Design cm0_regbank, sky130hd; sources not shown.
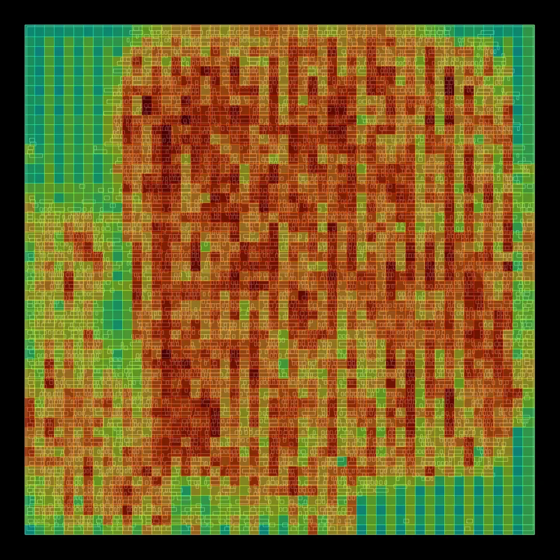
*Congestion heat map*
global routing met2 resource utilization: 57.2%
total routing usage reported by global routing: 37.3%
met1 demand-to-capacity share in global routing: 49.6%
most used routing layer: met2

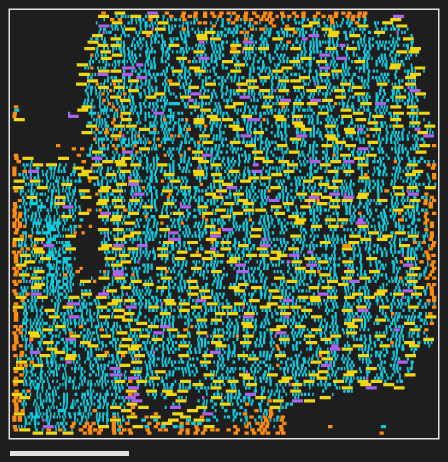
*Cell classes on the final placement*
The bar under the picture is 100 microns long.
| class | colour | cells | share of their area |
|---|---|---|---|
| remaining buffers and delay cells | orange | 428 | 7.9% |
| remaining logic cells | cyan | 5,635 | 56% |
| clock drivers and dummy loads | purple | 158 | 5.4% |
| sequential cells | yellow | 641 | 31% |
flip-flop and latch share of the layout cell area: 29.9%
Std-Cell Core Area: 0.128 sq mm
end-of-flow core utilization: 42.2%
Final Cell Area: 0.0538 sq mm

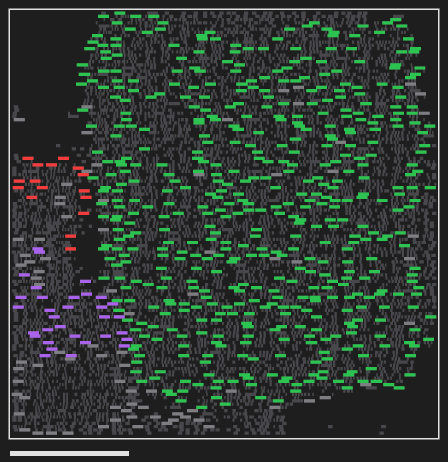
*Sequential cells grouped by signal name*
The bar under the picture is 100 microns long. Other sequential cells in the stronger grey, the rest of the logic in the fainter grey.
| name in the netlist | colour | flops | where |
|---|---|---|---|
| `ls_addr` | purple | 32 | lower left |
| `r_regs` | green | 512 | all over the die |
| `r_mask` | red | 16 | middle left |
not coloured: 81
Reg area: 0.0161 sq mm
power in sequential cells: 835 uW

==> run summary <==
The implementation run finished. Per the final report, max-transition violations number 0. Area share of the largest cell type after synthesis landed at 32.1%. Port buffer count landed at 331. Number of global-route vias before repair landed at 55,500. The biggest area contributor in the post-synthesis netlist is sky130_fd_sc_hd__dfrtp_1. In this run the worst hold path is classified as flop to flop. Count of placed standard cells including taps landed at 8,366. Final total power landed at 2.36 mW.

Setup clock skew after layout landed at 0.0158 ns. Ratio of final minimum period to clock period landed at 59.7%. The final route contains 56,600 vias. Number of flip-flops in the largest register landed at ~510. Internal power comes to 1.42 mW. According to the floorplan report, the die width is 360 microns.

Across all hold checks on the routed design, the worst slack comes to around 0.48 ns. The first TritonRoute pass finished after 8 iterations. For this run, the post-layout net count is 6,974. Counting only logic cells after layout, the most numerous master is sky130_fd_sc_hd__o21ai_0. Minimum clock period landed at 28.71 ns. In the final report, the number of endpoints failing setup comes to 0. The flow ran to the end, and the final reports show no timing, DRC or antenna violations. Chip area in the Yosys report landed at roughly 0.047 sq mm. The floorplan step defined a die boundary enclosing 0.130 sq mm. Max-capacitance violation count landed at 0. Prior to clock tree synthesis, the placed netlist has a worst setup slack of 19.63 ns. Cell area after technology mapping landed at 0.0475 sq mm. Pin count of the biggest net entering global routing landed at 182. Number of rows created at floorplan landed at 131. Net switching share of the total power landed at 40.0%.

The most common logic cells in the final layout are sky130_fd_sc_hd__o21ai_0, sky130_fd_sc_hd__nand2_1, sky130_fd_sc_hd__a21oi_1. Combinational cell area excluding buffers and inverters landed at 0.0268 sq mm. In the synthesized netlist the async set-or-reset flop fraction comes to 100%. For this run, the detailed router reports a per-instance via density of 6.64. The flow reports that combinational logic draws 36.4% of the design power. Total power normalized to cell area comes to 43.9 mW/mm^2.

Sum of negative setup slack landed at 0 ns. The slowest stage of the critical path is the sky130_fd_sc_hd__buf_4 cell. TritonCTS built the clock tree. Number of nets in the synthesized netlist landed at 7,165. Setup slack of the most critical reg-to-reg path landed at approximately 44 ns. Number of cells traversed by the worst hold path landed at 2. Number of synthesized register bits landed at 641.
[per-stage QoR]
stage | instance area (sq um) | utilization [%]
3_5_place_dp | 51000 | 40.0
6_report | 53800 | 42.2
5_1_grt | 53800 | 42.2
3_3_place_gp | 51000 | 40.0
4_1_cts | 53800 | 42.2
2_1_floorplan | 47500 | -
[worst min-delay path, cell delays in order (launching register included)]
cell                      delay (ns)
sky130_fd_sc_hd__dfrtp_1        0.35
sky130_fd_sc_hd__nand2_1        0.06
sky130_fd_sc_hd__nand2_1        0.05
[cells in the mapped netlist, drive strengths merged, types with 18 or more instances]
| cell | instances |
|---|---|
| inv | 494 |
| nor4 | 21 |
| nor3 | 27 |
| a21oi | 759 |
| buf | 203 |
| nor2 | 316 |
| o211ai | 538 |
| nand2 | 941 |
| dfstp | 32 |
| a31oi | 127 |
| dfrtp | 609 |
| nand4 | 32 |
| o22ai | 27 |
| xor2 | 27 |
| o21ai | 1734 |
| nand3 | 456 |
| clkbuf | 502 |
| ha | 18 |
| a211oi | 28 |
[layout make-up]
class | count | share of cell area, %
diodes | 7 | 0.0325
flip-flops and latches | 641 | 29.9
multi-input cells | 5133 | 49.9
well taps | 1662 | 3.86
clock buffers | 130 | 4.62
inverters | 502 | 3.61
clock inverters | 28 | 0.595
repair buffers | 428 | 7.55
[per-layer routing]
| layer | wire length (microns) | up-vias | part of all wire [%] |
|---|---|---|---|
| met5 | 91 | - | 0.037 |
| met2 | 109000 | 3319 | 44 |
| met4 | 13100 | 12 | 5.2 |
| met3 | 26200 | 766 | 10 |
| li1 | - | 24300 | - |
| met1 | 101000 | 28300 | 41 |
[logic make-up after synthesis]
group / Yosys count / share of synthesized area (%)
flops: 641 / 33.9
fa+ha+maj: 30 / 0.980
buf+inv: 1207 / 9.93
xor+xnor: 31 / 0.572
mux: 20 / 0.451
simple gates: 1805 / 16.3
compound gates: 3247 / 37.9
[power by group through the flow]
stage                     logic (mW)  registers (mW)  clock network (mW)
final                          0.860           0.835               0.667
after floorplan                0.536           0.793                   0
after detailed placement       0.842           0.834                   0
after CTS                      0.850           0.828               0.674
after global routing           0.948           0.850               0.692
after global placement         0.817           0.830                   0
Power is estimated from default activity; no workload was simulated.
